File: config.mk
export PLATFORM = sky130hd
export DESIGN_NAME = sync_pulse_decoder
export DESIGN_NICKNAME = d
export VERILOG_FILES = /design/src/rtl/vga_timing_pkg.sv /design/src/rtl/sync_edge_det.sv /design/src/rtl/sync_pulse_decoder.sv
export SDC_FILE = /design/constraint.sdc
export NUM_CORES = 1
export LEC_CHECK = 0
export CELL_PAD_IN_SITES_DETAIL_PLACEMENT = 0
export CELL_PAD_IN_SITES_GLOBAL_PLACEMENT = 1
export CORE_MARGIN = 4
export CORE_UTILIZATION = 41
export CTS_BUF_LIST = sky130_fd_sc_hd__clkbuf_4 sky130_fd_sc_hd__clkbuf_8
export CTS_CLUSTER_SIZE = 8
export DETAILED_ROUTE_END_ITERATION = 8
export PLACE_DENSITY_LB_ADDON = 0.3
export RECOVER_POWER = 50
export SLEW_MARGIN = 20
export SYNTH_ARGS = -nofsm -noshare
export SYNTH_HDL_FRONTEND = slang
export SYNTH_HIERARCHICAL = 1
export SYNTH_SLANG_ARGS = --single-unit
File: constraint.sdc
create_clock -name clk -period 3.1 [get_ports clk]
set_clock_uncertainty 0.1 [all_clocks]
set_input_delay 0.62 -clock clk [delete_from_list [all_inputs] [get_ports clk]]
set_output_delay 0.62 -clock clk [all_outputs]
set_load 0.01 [all_outputs]
File: src/rtl/vga_timing_pkg.sv
// vga_timing_pkg: timing defaults and the sync decoder state type,
// shared by the VGA timing generator and sync_pulse_decoder.
package vga_timing_pkg;

  localparam int unsigned DEF_TOTAL_COLS    = 800;
  localparam int unsigned DEF_ACTIVE_COLS   = 640;
  localparam int unsigned DEF_H_FRONT_PORCH = 16;
  localparam int unsigned DEF_H_BACK_PORCH  = 48;

  localparam int unsigned DEF_TOTAL_ROWS    = 525;
  localparam int unsigned DEF_ACTIVE_ROWS   = 480;
  localparam int unsigned DEF_V_FRONT_PORCH = 10;
  localparam int unsigned DEF_V_BACK_PORCH  = 33;

  localparam int unsigned DEF_LOCK_LINES    = 4;

  typedef enum logic [1:0] {
    SEARCH = 2'd0,
    TRACK  = 2'd1,
    LOCKED = 2'd2
  } sync_state_e;

  function automatic logic [7:0] sat_inc8(
    input logic [7:0] v
  );
    return (v == 8'hff) ? v : v + 8'd1;
  endfunction

endpackage

File: src/rtl/sync_edge_det.sv
// sync_edge_det: registers one sync line and flags its rising edge.
// The register idles high so a line held high through reset never rises.
module sync_edge_det (
  input  logic clk,
  input  logic rst,
  input  logic sync_in,
  output logic sync_q,
  output logic rise
);

  always_ff @(posedge clk) begin
    if (rst) sync_q <= 1'b1;
    else     sync_q <= sync_in;
  end

  assign rise = ~sync_q & sync_in;

endmodule

File: src/rtl/sync_pulse_decoder.sv
// sync_pulse_decoder: recovers row/col from HSync/VSync, locks after
// a run of well-timed lines and reports timing violations while locked.
module sync_pulse_decoder
  import vga_timing_pkg::*;
#(
  parameter int unsigned TOTAL_COLS    = DEF_TOTAL_COLS,
  parameter int unsigned ACTIVE_COLS   = DEF_ACTIVE_COLS,
  parameter int unsigned H_FRONT_PORCH = DEF_H_FRONT_PORCH,
  parameter int unsigned H_BACK_PORCH  = DEF_H_BACK_PORCH,
  parameter int unsigned TOTAL_ROWS    = DEF_TOTAL_ROWS,
  parameter int unsigned ACTIVE_ROWS   = DEF_ACTIVE_ROWS,
  parameter int unsigned V_FRONT_PORCH = DEF_V_FRONT_PORCH,
  parameter int unsigned V_BACK_PORCH  = DEF_V_BACK_PORCH,
  parameter int unsigned LOCK_LINES    = DEF_LOCK_LINES
) (
  input  logic       clk,
  input  logic       rst,
  input  logic       HSync_in,
  input  logic       VSync_in,
  output logic       HSync,
  output logic       VSync,
  output logic [9:0] row,
  output logic [9:0] col,
  output logic       locked,
  output logic       active,
  output logic       sync_err,
  output logic [7:0] err_count
);

  localparam logic [9:0] HS_END = 10'(TOTAL_COLS - H_BACK_PORCH);
  localparam logic [9:0] VS_END = 10'(TOTAL_ROWS - V_BACK_PORCH);
  localparam logic [9:0] H_LAST = HS_END - 10'd1;
  localparam logic [9:0] V_LAST = VS_END - 10'd1;
  localparam logic [9:0] C_MAX  = 10'(TOTAL_COLS - 1);
  localparam logic [9:0] R_MAX  = 10'(TOTAL_ROWS - 1);
  localparam logic [9:0] ACT_C  = 10'(ACTIVE_COLS);
  localparam logic [9:0] ACT_R  = 10'(ACTIVE_ROWS);
  localparam logic [7:0] LOCK_N = 8'(LOCK_LINES);

  if (ACTIVE_COLS + H_FRONT_PORCH + H_BACK_PORCH >= TOTAL_COLS ||
      ACTIVE_ROWS + V_FRONT_PORCH + V_BACK_PORCH >= TOTAL_ROWS)
  begin : g_bad_timing
    $error("sync_pulse_decoder: porches leave no sync pulse");
  end

  sync_state_e state, state_n;
  logic [9:0]  row_n, col_n;
  logic [9:0]  row_inc, col_inc;
  logic [7:0]  good, good_n;
  logic        h_rise, v_rise;
  logic        at_h, at_v;
  logic        h_err, v_err;
  logic        err;

  sync_edge_det u_hdet (
    .clk     (clk),
    .rst     (rst),
    .sync_in (HSync_in),
    .sync_q  (HSync),
    .rise    (h_rise)
  );

  sync_edge_det u_vdet (
    .clk     (clk),
    .rst     (rst),
    .sync_in (VSync_in),
    .sync_q  (VSync),
    .rise    (v_rise)
  );

  assign col_inc = (col == C_MAX) ? '0 : col + 10'd1;
  assign row_inc = (col != C_MAX) ? row :
                   (row == R_MAX) ? '0 : row + 10'd1;

  // A rise must land exactly where expected, and be present there.
  assign at_h  = (col == H_LAST);
  assign at_v  = (row == V_LAST) && (col == C_MAX);
  assign h_err = h_rise ^ at_h;
  assign v_err = v_rise ^ at_v;

  always_comb begin
    state_n = state;
    col_n   = col_inc;
    row_n   = row_inc;
    good_n  = good;
    err     = 1'b0;
    unique case (state)
      SEARCH: begin
        if (h_rise) begin
          col_n   = HS_END;
          good_n  = '0;
          state_n = TRACK;
        end
      end
      TRACK: begin
        if (h_rise) begin
          if (at_h) begin
            good_n = sat_inc8(good);
          end else begin
            col_n  = HS_END;
            good_n = '0;
          end
        end
        if (v_rise) begin
          row_n = VS_END;
          col_n = '0;
          if (good >= LOCK_N) state_n = LOCKED;
        end
      end
      LOCKED: begin
        if (h_err || v_err) begin
          err     = 1'b1;
          good_n  = '0;
          state_n = SEARCH;
        end
      end
      default: state_n = SEARCH;
    endcase
  end

  always_ff @(posedge clk) begin
    if (rst) begin
      state     <= SEARCH;
      row       <= '0;
      col       <= '0;
      good      <= '0;
      err_count <= '0;
      locked    <= 1'b0;
      active    <= 1'b0;
      sync_err  <= 1'b0;
    end else begin
      state    <= state_n;
      row      <= row_n;
      col      <= col_n;
      good     <= good_n;
      sync_err <= err;
      if (err) err_count <= sat_inc8(err_count);
      locked   <= (state == LOCKED);
      // Qualified with next row/col so it lines up with the outputs.
      active   <= (state == LOCKED) && (col_n < ACT_C) &&
                  (row_n < ACT_R);
    end
  end

endmodule
### Logic cells by family

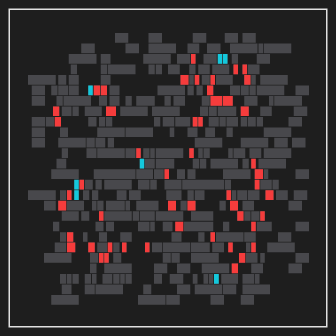
[cyan] inverters | cells: 7 | most used: inv_1
[red] NAND gates | cells: 50 | most used: nand2_1

### Clock wiring as the flow saved it

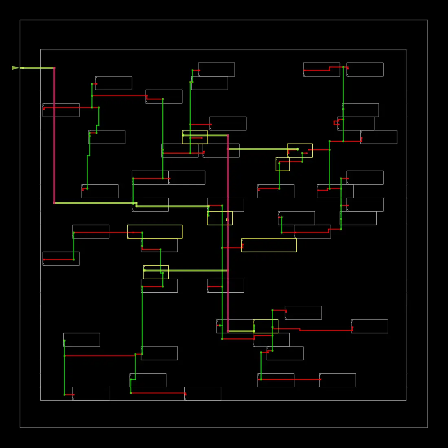
clk sinks: 43
layout clock buffer count: 6
sequential cell count: 43

### Met1 routing

Supply wires on this layer in grey.
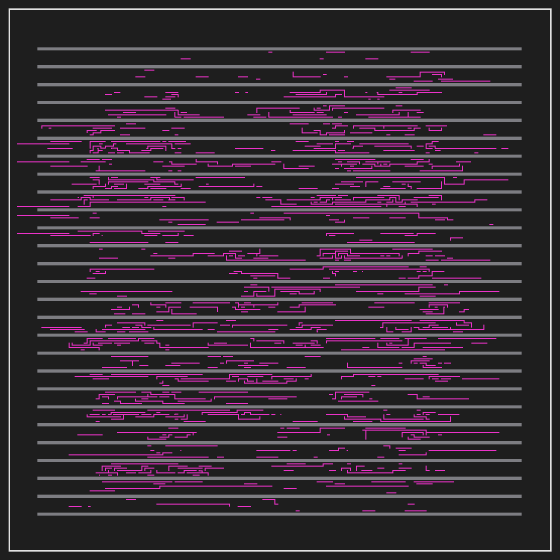
share of all routed wire: 47%
nets with wire on the layer: 291
main direction: horizontal
longest straight run: 20.5 um
wire length on this layer: 2,450 um

### Register map, names as in the netlist

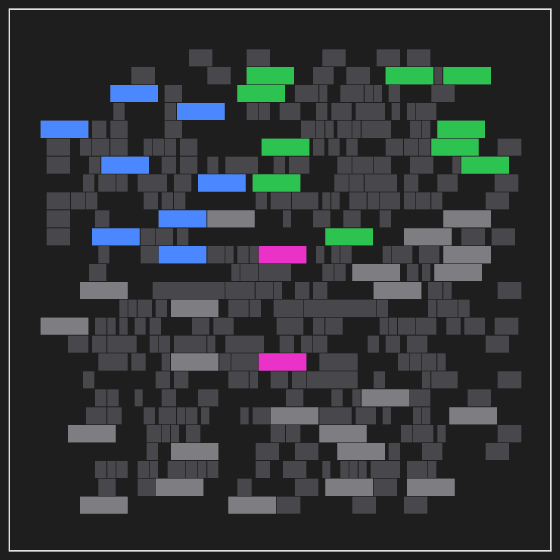
[green] row | sequential cells: 10
[magenta] state | sequential cells: 2
[blue] err_count | sequential cells: 8
not coloured: 23
Seq. cell area: 861 um^2
flop share of the area: 0.302
Seq power: 574 uW
Util after Layout: 0.548

### Supply network

Pins as bars on the die edge.
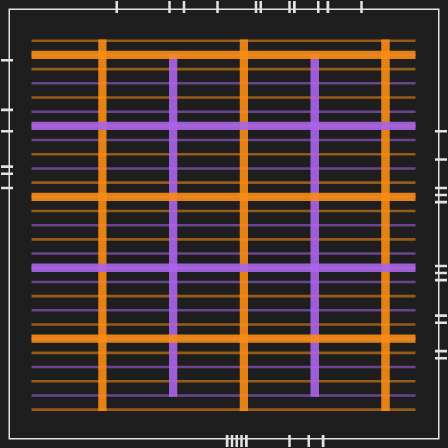
[purple] VDD
[orange] VSS
met4 straps: 5
signal pins: 37

==> results.cfg <==
; physical design summary
[status]
status = complete, but fails checks
failed_checks = max-capacitance violations, max-slew violations

[clocking]
cts_setup_buffers = 0
ctsResizeCount = 0
cts_buffer_depth = 2
insertion_delay_ns = 0.30
cts_tree = built

[floorplanning]
boundaryPins = 37
die_w_um = 82.1

[yosys]
ys_types = 53
synth_async_sr_flop_share = 0
synth-warning-count = 6
top_area_cell = dfxtp_1
synthFlopType = dfxtp_1
edf_count = 0
top_cells_by_count = 43 x dfxtp_1, 30 x a21oi_1, 26 x nand2_1, 22 x nor2_1, 12 x nor3_1
area_leaders = dfxtp_1 38%, a21oi_1 6.7%, nand2_1 4.3%, nor2_1 3.7%, ha_1 3.3%
netlist_area_um2 = 2250
top_cell_area_share = 0.383
synth_cells = 269

[timing]
post-route-period-util = 0.880
slew_violations = 36
fmax_ghz = 0.366
whs_ns = 0.371
tightest_slew_ns = 1.52

[job]
warnings = 29
cap_violations = 1

[drt]
via_per_inst = 5.44
routed_wl_um = 5150
drt_first_pass_iters = 4
vias = 2083

[setup_path]
crit_family = buffers and inverters
required_ns = 3.18
ff2ff_path_depth = 8
reg2reg_from = row[0]

[global_route]
antenna_found_initial = 0
first_global_vias = 1927
grt_pass1_wl_um = 8830
grt_max_degree = 36

[placement]
gp_congestion = 0.744

[worst_hold_path]
hp-class = reg -> reg
hp-start = col[0]

[layout]
nets = 322
## power breakdown
group / leakage [uW] / switching, uW / internal, uW
clock network: 0.0000688 / 196 / 331
logic: 0.000623 / 35.8 / 33.6
registers: 0.000348 / 12.0 / 562
## kinds of logic after synthesis
group,after synthesis,share of synthesized area
AOI/OAI and AO/OA,65,0.181
xor gates and xnor gates,14,0.0579
adders and majority gates,6,0.0334
buffers and inverters,15,0.0289
DFF,43,0.383
muxes,2,0.0100
and+or+nand+nor,124,0.306
## worst reg2reg max path: cells and delay by family (launching register included)
| family | cells | cell delay, ns |
|---|---|---|
| fa+ha+maj | 1 | 0.20 |
| compound gates | 2 | 0.26 |
| buf+inv | 1 | 0.18 |
| flops | 1 | 0.45 |
| simple gates | 4 | 1.34 |
## final cells by class
class	count	area [um^2]
clock buffers	6	76.3
clock inverters	2	60.1
fillers	514	2350
inverters	7	26.3
multi-input cells	211	1320
flip-flops and latches	43	861
well taps	70	87.6
repair buffers	44	417
## worst max-delay path by stage
stage               startpoint      endpoint  slack, ns  cells past startpoint
finish                     rst        active       0.37                      5
global route               rst        active       0.21                      5
CTS                     row[0]  err_count[4]       0.52                      8
detailed placement    VSync_in  err_count[3]       0.40                      7
global placement      VSync_in  err_count[3]       0.43                      7
floorplan               col[0]       good[2]       0.67                      7
## cell usage in the layout, fill, tap and decap left out, drive strengths merged, types with 10 or more instances in the layout
cell,instances
a21oi,30
dfxtp,43
dlygate4sd3,29
nand2,26
nand3,11
nor2,22
nor3,13
o21ai,10
## per-stage QoR
step	setup WS, ns	power (uW)	area [um^2]	std cells
after global routing	0.209	1220	2850	383
after CTS	0.525	1190	2850	383
final	0.371	1170	2850	383
after detailed placement	0.396	661	2720	375
after floorplan	0.669	626	2250	269
after global placement	0.431	660	2720	375
## layer usage
layer,track usage,share of wire,up-vias
li1,-,-,1066
met1,0.213,0.47,973
met2,0.280,0.48,37
met3,0.0362,0.036,7
met4,0.0498,0.013,0
met5,0,0,-
## registers in the layout, indices dropped and copies added, names as in the netlist, 2 cells and up
register,cells
good,8
state,2
err_count,8
col,10
row,10
Power is estimated from default activity; no workload was simulated.
